<file path="src/rtl/encoder_4to2_seq_pkg.sv">
// Shared types and helpers for the 4-to-2 sequential priority encoder.
// Purely declarative: no latency, no backpressure.
package enc_pkg;

    localparam int REQ_W = 4;
    localparam int IDX_W = 2;

    typedef enum logic {
        IDLE = 1'b0,
        BUSY = 1'b1
    } state_t;

    // One-hot mask of a request index, used to retire the granted bit.
    function automatic logic [REQ_W-1:0] onehot(input logic [IDX_W-1:0] idx);
        logic [REQ_W-1:0] m;
        m      = '0;
        m[idx] = 1'b1;
        return m;
    endfunction

endpackage

</file>
<file path="src/rtl/encoder_4to2_seq_if.sv">
// Request/grant bundle between the request source and the index consumer.
// Optional err signal exists only when ENC_ONEHOT_ERR_EN is defined.
interface encoder_4to2_seq_if
    import enc_pkg::*;
#(
    parameter int CNT_W = 8
) ();

    logic [REQ_W-1:0] d;
    logic             en;
    logic             ready;
    logic [IDX_W-1:0] y;
    logic             valid;
    logic [CNT_W-1:0] cnt;
`ifdef ENC_ONEHOT_ERR_EN
    logic             err;

    modport master (output d, en, ready, input  y, valid, cnt, err);
    modport slave  (input  d, en, ready, output y, valid, cnt, err);
`else
    modport master (output d, en, ready, input  y, valid, cnt);
    modport slave  (input  d, en, ready, output y, valid, cnt);
`endif

endinterface

</file>
<file path="src/rtl/encoder_4to2_seq_prio_enc4.sv">
// Combinational highest-set-bit encoder over four request lines.
// Zero latency; no backpressure. idx is 0 when no bit is set.
module prio_enc4
    import enc_pkg::*;
(
    input  logic [REQ_W-1:0] req,
    output logic [IDX_W-1:0] idx,
    output logic             any
);

    always_comb begin
        idx = '0;
        any = |req;
        if (req[3]) begin
            idx = 2'd3;
        end else if (req[2]) begin
            idx = 2'd2;
        end else if (req[1]) begin
            idx = 2'd1;
        end
    end

endmodule

</file>
<file path="src/rtl/encoder_4to2_seq.sv">
// Registered 4-to-2 priority encoder with pending latch; y/valid follow a capture by one edge.
// Backpressure: y held while valid & ~ready unless a higher bit arrives. Optional err via ENC_ONEHOT_ERR_EN.
module encoder_4to2_seq
    import enc_pkg::*;
#(
    parameter int CNT_W = 8
) (
    input  logic                clk,
    input  logic                rst_n,
    encoder_4to2_seq_if.slave   bus
);

    state_t           state_q, state_d;
    logic [REQ_W-1:0] pend_q, pend_d;
    logic [IDX_W-1:0] y_q, y_d;
    logic [CNT_W-1:0] cnt_q, cnt_d;

    logic             grant;
    logic [REQ_W-1:0] clr;
    logic [REQ_W-1:0] cap;
    logic [IDX_W-1:0] idx_nxt;
    logic             any_nxt;

    // ready only matters while a grant is actually on offer.
    assign grant = (state_q == BUSY) && bus.ready;
    assign clr   = grant  ? onehot(y_q) : '0;
    assign cap   = bus.en ? bus.d       : '0;

    // Capture is OR-ed in after the clear, so a same-bit race keeps the bit.
    assign pend_d = (pend_q & ~clr) | cap;

    prio_enc4 u_prio (
        .req (pend_d),
        .idx (idx_nxt),
        .any (any_nxt)
    );

    always_comb begin
        state_d = IDLE;
        y_d     = '0;
        cnt_d   = cnt_q;
        if (any_nxt) begin
            state_d = BUSY;
            y_d     = idx_nxt;
        end
        if (grant) begin
            cnt_d = cnt_q + CNT_W'(1);
        end
    end

    always_ff @(posedge clk or negedge rst_n) begin
        if (!rst_n) begin
            state_q <= IDLE;
            pend_q  <= '0;
            y_q     <= '0;
            cnt_q   <= '0;
        end else begin
            state_q <= state_d;
            pend_q  <= pend_d;
            y_q     <= y_d;
            cnt_q   <= cnt_d;
        end
    end

    assign bus.y     = y_q;
    assign bus.valid = (state_q == BUSY);
    assign bus.cnt   = cnt_q;

`ifdef ENC_ONEHOT_ERR_EN
    logic err_q, err_d;

    // d & (d-1) is non-zero exactly when two or more bits are set.
    assign err_d = bus.en && (|(bus.d & (bus.d - 4'd1)));

    always_ff @(posedge clk or negedge rst_n) begin
        if (!rst_n) begin
            err_q <= 1'b0;
        end else begin
            err_q <= err_d;
        end
    end

    assign bus.err = err_q;
`endif

endmodule

</file>
<file path="src/flat_wrapper.sv">
// flat-port wrapper written by rule: the top's interface ports become plain ports
module encoder_4to2_seq_flat import enc_pkg::*;
#(
    parameter int CNT_W = 8
)
  (clk, rst_n, bus_d, bus_en, bus_ready, bus_y, bus_valid, bus_cnt);
  encoder_4to2_seq_if #(.CNT_W(CNT_W)) bus_i ();
  input  logic clk;
  input  logic rst_n;
  input wire logic [$bits(bus_i.d)-1:0] bus_d;
  input wire logic [$bits(bus_i.en)-1:0] bus_en;
  input wire logic [$bits(bus_i.ready)-1:0] bus_ready;
  output wire logic [$bits(bus_i.y)-1:0] bus_y;
  output wire logic [$bits(bus_i.valid)-1:0] bus_valid;
  output wire logic [$bits(bus_i.cnt)-1:0] bus_cnt;
  assign bus_i.d = bus_d;
  assign bus_i.en = bus_en;
  assign bus_i.ready = bus_ready;
  assign bus_y = bus_i.y;
  assign bus_valid = bus_i.valid;
  assign bus_cnt = bus_i.cnt;
  encoder_4to2_seq #(.CNT_W(CNT_W)) u_core (.clk(clk), .rst_n(rst_n), .bus(bus_i));
endmodule
</file>
<file path="config.mk">
export PLATFORM = sky130hd
export DESIGN_NAME = encoder_4to2_seq_flat
export DESIGN_NICKNAME = d
export VERILOG_FILES = /design/src/rtl/encoder_4to2_seq_pkg.sv /design/src/rtl/encoder_4to2_seq_if.sv /design/src/rtl/encoder_4to2_seq_prio_enc4.sv /design/src/rtl/encoder_4to2_seq.sv /design/src/flat_wrapper.sv
export SDC_FILE = /design/constraint.sdc
export NUM_CORES = 1
export LEC_CHECK = 0
export ABC_AREA = 0
export ABC_CLOCK_PERIOD_IN_PS = 2000
export CAP_MARGIN = 40
export CORE_MARGIN = 3
export CORE_UTILIZATION = 47
export CTS_CLUSTER_DIAMETER = 40
export CTS_CLUSTER_SIZE = 30
export DETAILED_ROUTE_END_ITERATION = 8
export PLACE_DENSITY = 0.8
export SYNTH_ARGS = -nofsm -noshare
export SYNTH_HDL_FRONTEND = slang
export SYNTH_SLANG_ARGS = --single-unit
</file>
<file path="constraint.sdc">
create_clock -name clk -period 2 [get_ports clk]
set_input_delay 0.4 -clock clk [delete_from_list [all_inputs] [get_ports clk]]
set_output_delay 0.4 -clock clk [all_outputs]
set_load 0.05 [all_outputs]
</file>
run_1/met1.png
(12 px per um) Supply wires on this layer in grey.
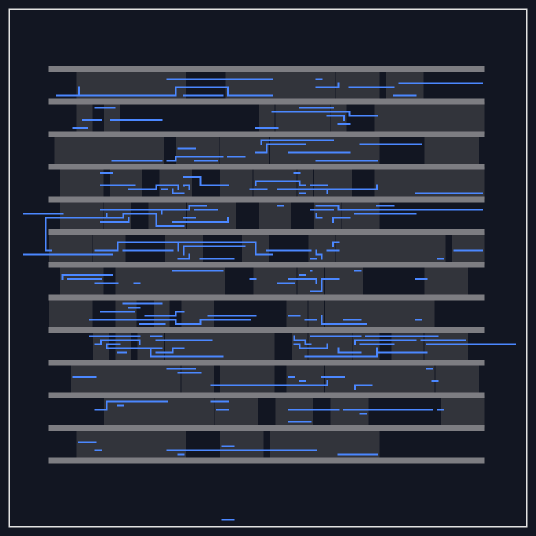
nets with wire on the layer: 66
wire length on this layer: 468 um
global routing met1 resource utilization: 15.0%
total number of vias: 476
Total Wirelength: 1120 um

run_1/met2.png
(12 px per um)
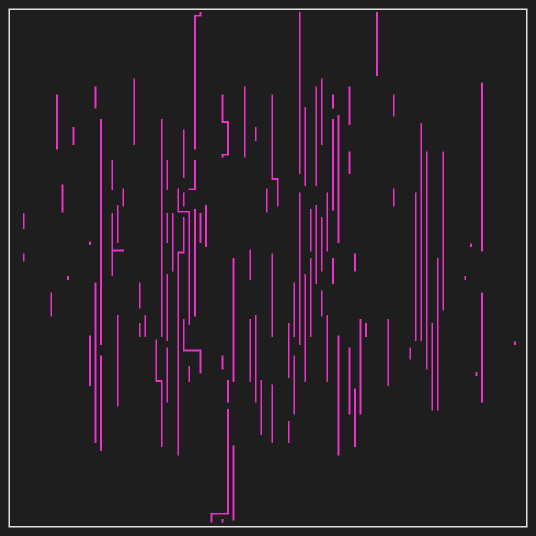
main direction: vertical
wire length on this layer: 571 um
nets with wire on the layer: 75

run_1/met3.png
(12 px per um)
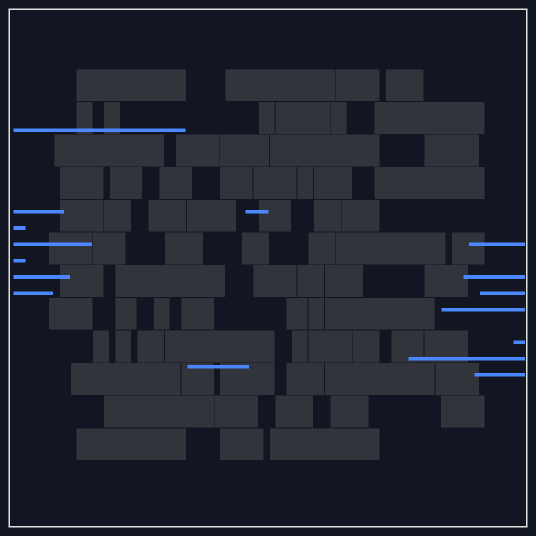
longest straight run: 14.0 um
wire length on this layer: 72.7 um
nets with wire on the layer: 15
main direction: horizontal
met3 layer usage reported by global route: 4.24%

==> impl_results.html, run 1 <==
<p>Metrics extracted from the flow reports.</p>
<table>
<tr><th>Metric</th><th>Value</th></tr>
<tr><th colspan="2">Logic synthesis</th></tr>
<tr><td>Top-area cell type share of the netlist area</td><td>58.4%</td></tr>
<tr><td>Net count after synthesis</td><td>61</td></tr>
<tr><td>Area share of fa/ha/maj cells after synthesis</td><td>1.95%</td></tr>
<tr><td>Post-synth top flop</td><td>sky130_fd_sc_hd__dfrtp_1</td></tr>
<tr><td>Number of enable-type register cells in the synthesized netlist</td><td>0</td></tr>
<tr><td>FF+latch count, synth</td><td>15</td></tr>
<tr><td>Synthesized instance count</td><td>52</td></tr>
<tr><td>Post-synth top area cell</td><td>sky130_fd_sc_hd__dfrtp_1</td></tr>
<tr><td>Area of the mapped netlist</td><td>643 um2</td></tr>
<tr><td>Post-synthesis average cell area</td><td>12.4 um2</td></tr>
<tr><td>Top cell type by instance count after synthesis</td><td>sky130_fd_sc_hd__dfrtp_1</td></tr>
<tr><td>Post-Synth AOI/OAI Area</td><td>6.23%</td></tr>
<tr><td>Async set-or-reset flop fraction in the synthesized netlist</td><td>100%</td></tr>
<tr><th colspan="2">Finish</th></tr>
<tr><td>Area taken by flip-flops and latches</td><td>375 um2</td></tr>
<tr><td>Proportion of layout cells with a drive suffix above 1</td><td>13.7%</td></tr>
<tr><td># diodes</td><td>0</td></tr>
<tr><td>Clock buffers</td><td>4</td></tr>
<tr><td>Top cells excl fill/tap</td><td>15 x sky130_fd_sc_hd__dfrtp_1, 14 x sky130_fd_sc_hd__clkdlybuf4s50_1, 5 x sky130_fd_sc_hd__nand4_1</td></tr>
<tr><td>Comb area share</td><td>28.4%</td></tr>
<tr><td>Number of flip-flops and latches</td><td>15</td></tr>
<tr><td>Finished Core Util</td><td>71.7%</td></tr>
<tr><td>Clock buffers and inverters, area share</td><td>3.09%</td></tr>
<tr><td>Fraction of standard cell area that is sequential</td><td>44.1%</td></tr>
<tr><td>Buffers excl. clock</td><td>18</td></tr>
<tr><td>Fill cells</td><td>95</td></tr>
<tr><td>Most frequent standard cell in the layout excluding fill and tap cells</td><td>sky130_fd_sc_hd__dfrtp_1</td></tr>
<tr><th colspan="2">Setup path</th></tr>
<tr><td>Sort of element at the start of the critical path</td><td>flop</td></tr>
<tr><td>Worst Path Class, Setup</td><td>flop to output pin</td></tr>
<tr><td>Critical path depth in cells</td><td>1</td></tr>
<tr><td>Worst reg-to-reg path cell count</td><td>2</td></tr>
<tr><td>Endpoint of the worst setup timing path</td><td>bus_cnt[4]</td></tr>
<tr><td>Critical path's top delay family</td><td>buffers and inverters</td></tr>
<tr><td>Sort of element at the end of the critical path</td><td>output pin</td></tr>
<tr><th colspan="2">Detailed routing</th></tr>
<tr><td>Met1 wire length</td><td>467 um</td></tr>
<tr><td>Top sig layer</td><td>met4</td></tr>
<tr><td>WL met3</td><td>72 um</td></tr>
<tr><td>Routed via count divided by cell count</td><td>5.47</td></tr>
<tr><td>DRC</td><td>0</td></tr>
<tr><td>Detail-routed net length per standard cell</td><td>12.9 um</td></tr>
<tr><th colspan="2">Die</th></tr>
<tr><td>Floorplan core density</td><td>54.2%</td></tr>
<tr><td>Die height</td><td>43.0 um</td></tr>
<tr><th colspan="2">Clock tree</th></tr>
<tr><td>Latest clock arrival within the worst-skew pair</td><td>0.27 ns</td></tr>
<tr><td>Cts bufs inserted</td><td>3</td></tr>
<tr><td>Clock tree from TritonCTS</td><td>done</td></tr>
<tr><td>Clock Path Buffers</td><td>2</td></tr>
<tr><th colspan="2">Placed design</th></tr>
<tr><td>Pre-CTS WS</td><td>0.286 ns</td></tr>
<tr><td>Quantity of I/O buffers inserted on ports</td><td>18</td></tr>
<tr><th colspan="2">Run status</th></tr>
<tr><td>Run status</td><td>completed</td></tr>
<tr><th colspan="2">Timing</th></tr>
<tr><td>Unrepaired setup endpoints after global routing</td><td>false</td></tr>
<tr><td>Total Neg Setup Slack</td><td>0 ns</td></tr>
<tr><td>Final Hold Fails</td><td>0</td></tr>
<tr><td>Final hold slack</td><td>0.480 ns</td></tr>
<tr><td>Maximum frequency from static timing analysis</td><td>516 MHz</td></tr>
<tr><td>Max_slew headroom</td><td>56.9%</td></tr>
<tr><td>Total setup violations reported at the end of the flow</td><td>0</td></tr>
<tr><th colspan="2">Global routing</th></tr>
<tr><td>Wire length of the first global-routing pass</td><td>1950 um</td></tr>
<tr><td>Met2 global-route usage</td><td>26.3%</td></tr>
<tr><td>Antenna violations before repair</td><td>0</td></tr>
<tr><td>Busiest layer in global routing</td><td>met2</td></tr>
<tr><th colspan="2">Power</th></tr>
<tr><td>Power density over cell area</td><td>1630 nW/um2</td></tr>
<tr><th colspan="2">Flow run</th></tr>
<tr><td>Number of maximum-capacitance violations</td><td>0</td></tr>
<tr><th colspan="2">Worst hold path</th></tr>
<tr><td>Hold Crit Start</td><td>u_core.bus.cnt[7]</td></tr>
</table>
-- run 1: how the worst min path moves through the flow --
stage                              endpoint  slack [ns]  cells past startpoint
after global placement    u_core.bus.cnt[7]        0.46                      1
after global routing      u_core.bus.cnt[7]        0.50                      1
after detailed placement  u_core.bus.cnt[7]        0.47                      1
after floorplan           u_core.bus.cnt[0]        0.10                      0
final                     u_core.bus.cnt[7]        0.48                      1
after CTS                 u_core.bus.cnt[7]        0.49                      1
-- run 1: state kept, by name, summed over array words and instances (netlist names) --
register,cells
u_core.bus.valid,1
u_core.bus.cnt,8
u_core.bus.y,2
u_core.pend_q,4
-- run 1: report_power, final --
part	total [mW]	internal [mW]	switching, mW
Clock	0.165	0.0772	0.0879
Sequential	0.537	0.416	0.121
Combinational	0.680	0.246	0.435
Total	1.38	0.739	0.644
run_1/clock_map.png
(6 px per um)
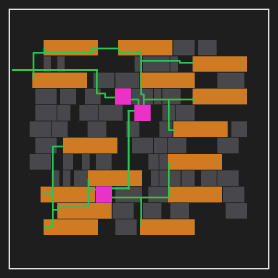

==> inputs of run 2 (changes only) <==
CORE_UTILIZATION = 25   (was 47)
PLACE_DENSITY = default   (was 0.8)
run_2/clock_map.png
(4 px per um)
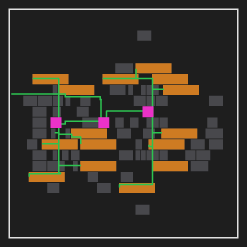
[orange] flip-flops | count: 15
[magenta] cells driving clock nets | count: 3
[green] clock wires | length: 172 um
routed clock nets: 4

==> impl_results.html, run 2 <==
<p>Metrics extracted from the flow reports.</p>
<table>
<tr><th>Metric</th><th>Value</th></tr>
<tr><th colspan="2">Setup path</th></tr>
<tr><td>Sort of element at the end of the critical path</td><td>output pin</td></tr>
<tr><td>Critical-path maximum fanout</td><td>5</td></tr>
<tr><td>Endpoint of the worst setup timing path</td><td>bus_y[0]</td></tr>
<tr><td>Combined buffer and inverter count along the critical path</td><td>1</td></tr>
<tr><td>Reg2reg setup slack</td><td>0.80 ns</td></tr>
<tr><td>Worst path max stage delay</td><td>0.83 ns</td></tr>
<tr><td>Critical path's top delay family</td><td>buffers and inverters</td></tr>
<tr><td>Worst r2r src</td><td>u_core.bus.valid</td></tr>
<tr><td>Arrival time at the worst endpoint</td><td>1.54 ns</td></tr>
<tr><td>Critical path depth in cells</td><td>1</td></tr>
<tr><td>Worst Path Class, Setup</td><td>flop to output pin</td></tr>
<tr><td>Worst reg-to-reg path cell count</td><td>2</td></tr>
<tr><td>Sort of element at the start of the critical path</td><td>flop</td></tr>
<tr><th colspan="2">Finish</th></tr>
<tr><td>Buffers excl. clock</td><td>19</td></tr>
<tr><td>Fill cells</td><td>226</td></tr>
<tr><td>Number of flip-flops under the largest register name</td><td>8</td></tr>
<tr><td>Number of flip-flops and latches</td><td>15</td></tr>
<tr><td>Most frequent standard cell in the layout excluding fill and tap cells</td><td>sky130_fd_sc_hd__dfrtp_1</td></tr>
<tr><td>Area taken by flip-flops and latches</td><td>375 um2</td></tr>
<tr><td>Finished Core Util</td><td>38.0%</td></tr>
<tr><td>Clock buffers</td><td>4</td></tr>
<tr><td>Comb area share</td><td>27.4%</td></tr>
<tr><td>Cell kind with the greatest summed area</td><td>flip-flops and latches</td></tr>
<tr><td># diodes</td><td>0</td></tr>
<tr><td>Fraction of standard cell area that is sequential</td><td>42.6%</td></tr>
<tr><td>Proportion of layout cells with a drive suffix above 1</td><td>13.5%</td></tr>
<tr><td>Clock buffers and inverters, area share</td><td>2.98%</td></tr>
<tr><td>Top cells excl fill/tap</td><td>15 x sky130_fd_sc_hd__dfrtp_1, 14 x sky130_fd_sc_hd__clkdlybuf4s50_1, 5 x sky130_fd_sc_hd__nand4_1</td></tr>
<tr><th colspan="2">Detailed routing</th></tr>
<tr><td>Post-route ant nets</td><td>0</td></tr>
<tr><td>Top sig layer</td><td>met3</td></tr>
<tr><td>Total Wirelength</td><td>1250 um</td></tr>
<tr><td>Met1 wire length</td><td>578 um</td></tr>
<tr><td>Detail-routed net length per standard cell</td><td>12.2 um</td></tr>
<tr><td>DRC</td><td>0</td></tr>
<tr><td>WL met3</td><td>105 um</td></tr>
<tr><td>Routed via count divided by cell count</td><td>4.58</td></tr>
<tr><th colspan="2">Power</th></tr>
<tr><td>Cell Int Power</td><td>744 uW</td></tr>
<tr><td>Net switching power</td><td>650 uW</td></tr>
<tr><td>Combinational Power Share</td><td>49.2%</td></tr>
<tr><td>Switching part of the total</td><td>46.7%</td></tr>
<tr><td>Reg power frac</td><td>38.7%</td></tr>
<tr><td>Maximum VDD drop</td><td>0.960 mV</td></tr>
<tr><td>Reported leakage power</td><td>0.386 nW</td></tr>
<tr><td>Clock power share</td><td>12.0%</td></tr>
<tr><td>Power density over cell area</td><td>1580 nW/um2</td></tr>
<tr><th colspan="2">Logic synthesis</th></tr>
<tr><td>Post-synth top flop</td><td>sky130_fd_sc_hd__dfrtp_1</td></tr>
<tr><td>Net count after synthesis</td><td>61</td></tr>
<tr><td>Post-synthesis average cell area</td><td>12.4 um2</td></tr>
<tr><td>Post-synth top area cell</td><td>sky130_fd_sc_hd__dfrtp_1</td></tr>
<tr><td>Top-area cell type share of the netlist area</td><td>58.4%</td></tr>
<tr><td>Async set-or-reset flop fraction in the synthesized netlist</td><td>100%</td></tr>
<tr><td>Number of enable-type register cells in the synthesized netlist</td><td>0</td></tr>
<tr><td>Count of distinct cell types in the synthesized netlist</td><td>20</td></tr>
<tr><td>FF+latch count, synth</td><td>15</td></tr>
<tr><td>Area of the mapped netlist</td><td>643 um2</td></tr>
<tr><td>Synthesized instance count</td><td>52</td></tr>
<tr><td>Top cell type by instance count after synthesis</td><td>sky130_fd_sc_hd__dfrtp_1</td></tr>
<tr><td>Synth warnings</td><td>0</td></tr>
<tr><th colspan="2">Global routing</th></tr>
<tr><td>Met3 layer usage reported by global route</td><td>4.60%</td></tr>
<tr><td>Pin count of the biggest net entering global routing</td><td>16</td></tr>
<tr><td>Antenna violations before repair</td><td>0</td></tr>
<tr><td>Number of global-route vias before repair</td><td>501</td></tr>
<tr><td>Wire length of the first global-routing pass</td><td>2260 um</td></tr>
<tr><td>Busiest layer in global routing</td><td>met2</td></tr>
<tr><td>Met2 global-route usage</td><td>14.4%</td></tr>
<tr><th colspan="2">Timing</th></tr>
<tr><td>Total Neg Setup Slack</td><td>0 ns</td></tr>
<tr><td>Total setup violations reported at the end of the flow</td><td>0</td></tr>
<tr><td>Unrepaired setup endpoints after global routing</td><td>false</td></tr>
<tr><td>Final max-slew violation count</td><td>0</td></tr>
<tr><td>Maximum frequency from static timing analysis</td><td>516 MHz</td></tr>
<tr><td>Final hold slack</td><td>0.431 ns</td></tr>
<tr><td>Final Hold Fails</td><td>0</td></tr>
<tr><td>Max_slew headroom</td><td>66.4%</td></tr>
<tr><th colspan="2">Clock tree</th></tr>
<tr><td>Cell at the root of the clock tree</td><td>sky130_fd_sc_hd__clkbuf_4</td></tr>
<tr><td>Post-CTS clock slew at the launch and capture registers of the worst setup and hold paths</td><td>0.08 ns</td></tr>
<tr><td>H-tree depth</td><td>1</td></tr>
<tr><td>Clock Path Buffers</td><td>2</td></tr>
<tr><td>Latest clock arrival within the worst-skew pair</td><td>0.27 ns</td></tr>
<tr><td>Clock tree from TritonCTS</td><td>done</td></tr>
<tr><td>Cts bufs inserted</td><td>3</td></tr>
<tr><th colspan="2">Placed design</th></tr>
<tr><td>Pre-CTS WS</td><td>0.269 ns</td></tr>
<tr><td>Quantity of I/O buffers inserted on ports</td><td>18</td></tr>
<tr><td>Post-Place Cells</td><td>98</td></tr>
<tr><td>Gpl congestion</td><td>0.756</td></tr>
<tr><th colspan="2">Die</th></tr>
<tr><td>Floorplan core density</td><td>27.7%</td></tr>
<tr><td>Die height</td><td>56.7 um</td></tr>
<tr><th colspan="2">Worst hold path</th></tr>
<tr><td>Hold/Removal Path Class</td><td>input port to async pin</td></tr>
<tr><th colspan="2">Run status</th></tr>
<tr><td>Run status</td><td>completed</td></tr>
<tr><th colspan="2">Flow run</th></tr>
<tr><td>Number of maximum-capacitance violations</td><td>0</td></tr>
<tr><td>Number of logged tool warnings</td><td>26</td></tr>
</table>
run_2/met1.png
(8 px per um) Supply wires on this layer in grey.
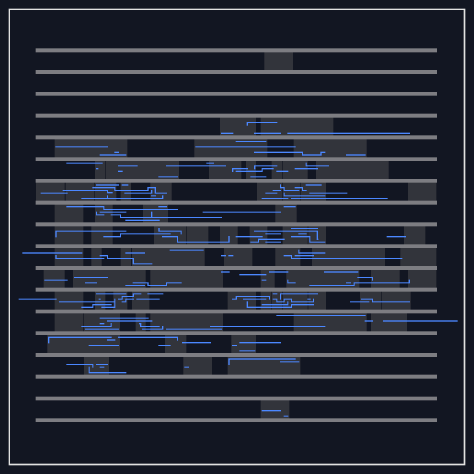
nets with wire on the layer: 66
share of all routed wire: 46%
main direction: horizontal
global routing met1 resource utilization: 11.1%
total number of vias: 467

## run 2: netlist changes by cell type in the layout (fill, tap and decap cells not counted)
cell,before,now
sky130_fd_sc_hd__dlymetal6s2s_1,1,2
## run 2: power groups by stage
stage / logic, mW / clock network, mW / registers [mW]
after floorplan: 0.182 / 0 / 0.813
after global placement: 0.688 / 0 / 0.541
after detailed placement: 0.693 / 0 / 0.546
after CTS: 0.696 / 0.174 / 0.544
after global routing: 0.732 / 0.188 / 0.565
final: 0.686 / 0.168 / 0.540
## run 2: logic make-up after synthesis
logic type	count (synthesis)	synth area share [%]
flops	15	58.4
fa+ha+maj	1	1.95
buf+inv	5	4.08
compound gates	5	6.22
mux	1	1.75
xor+xnor	7	9.53
simple gates	18	18.1
No activity file was given, so power comes from the tool's default toggle rates.
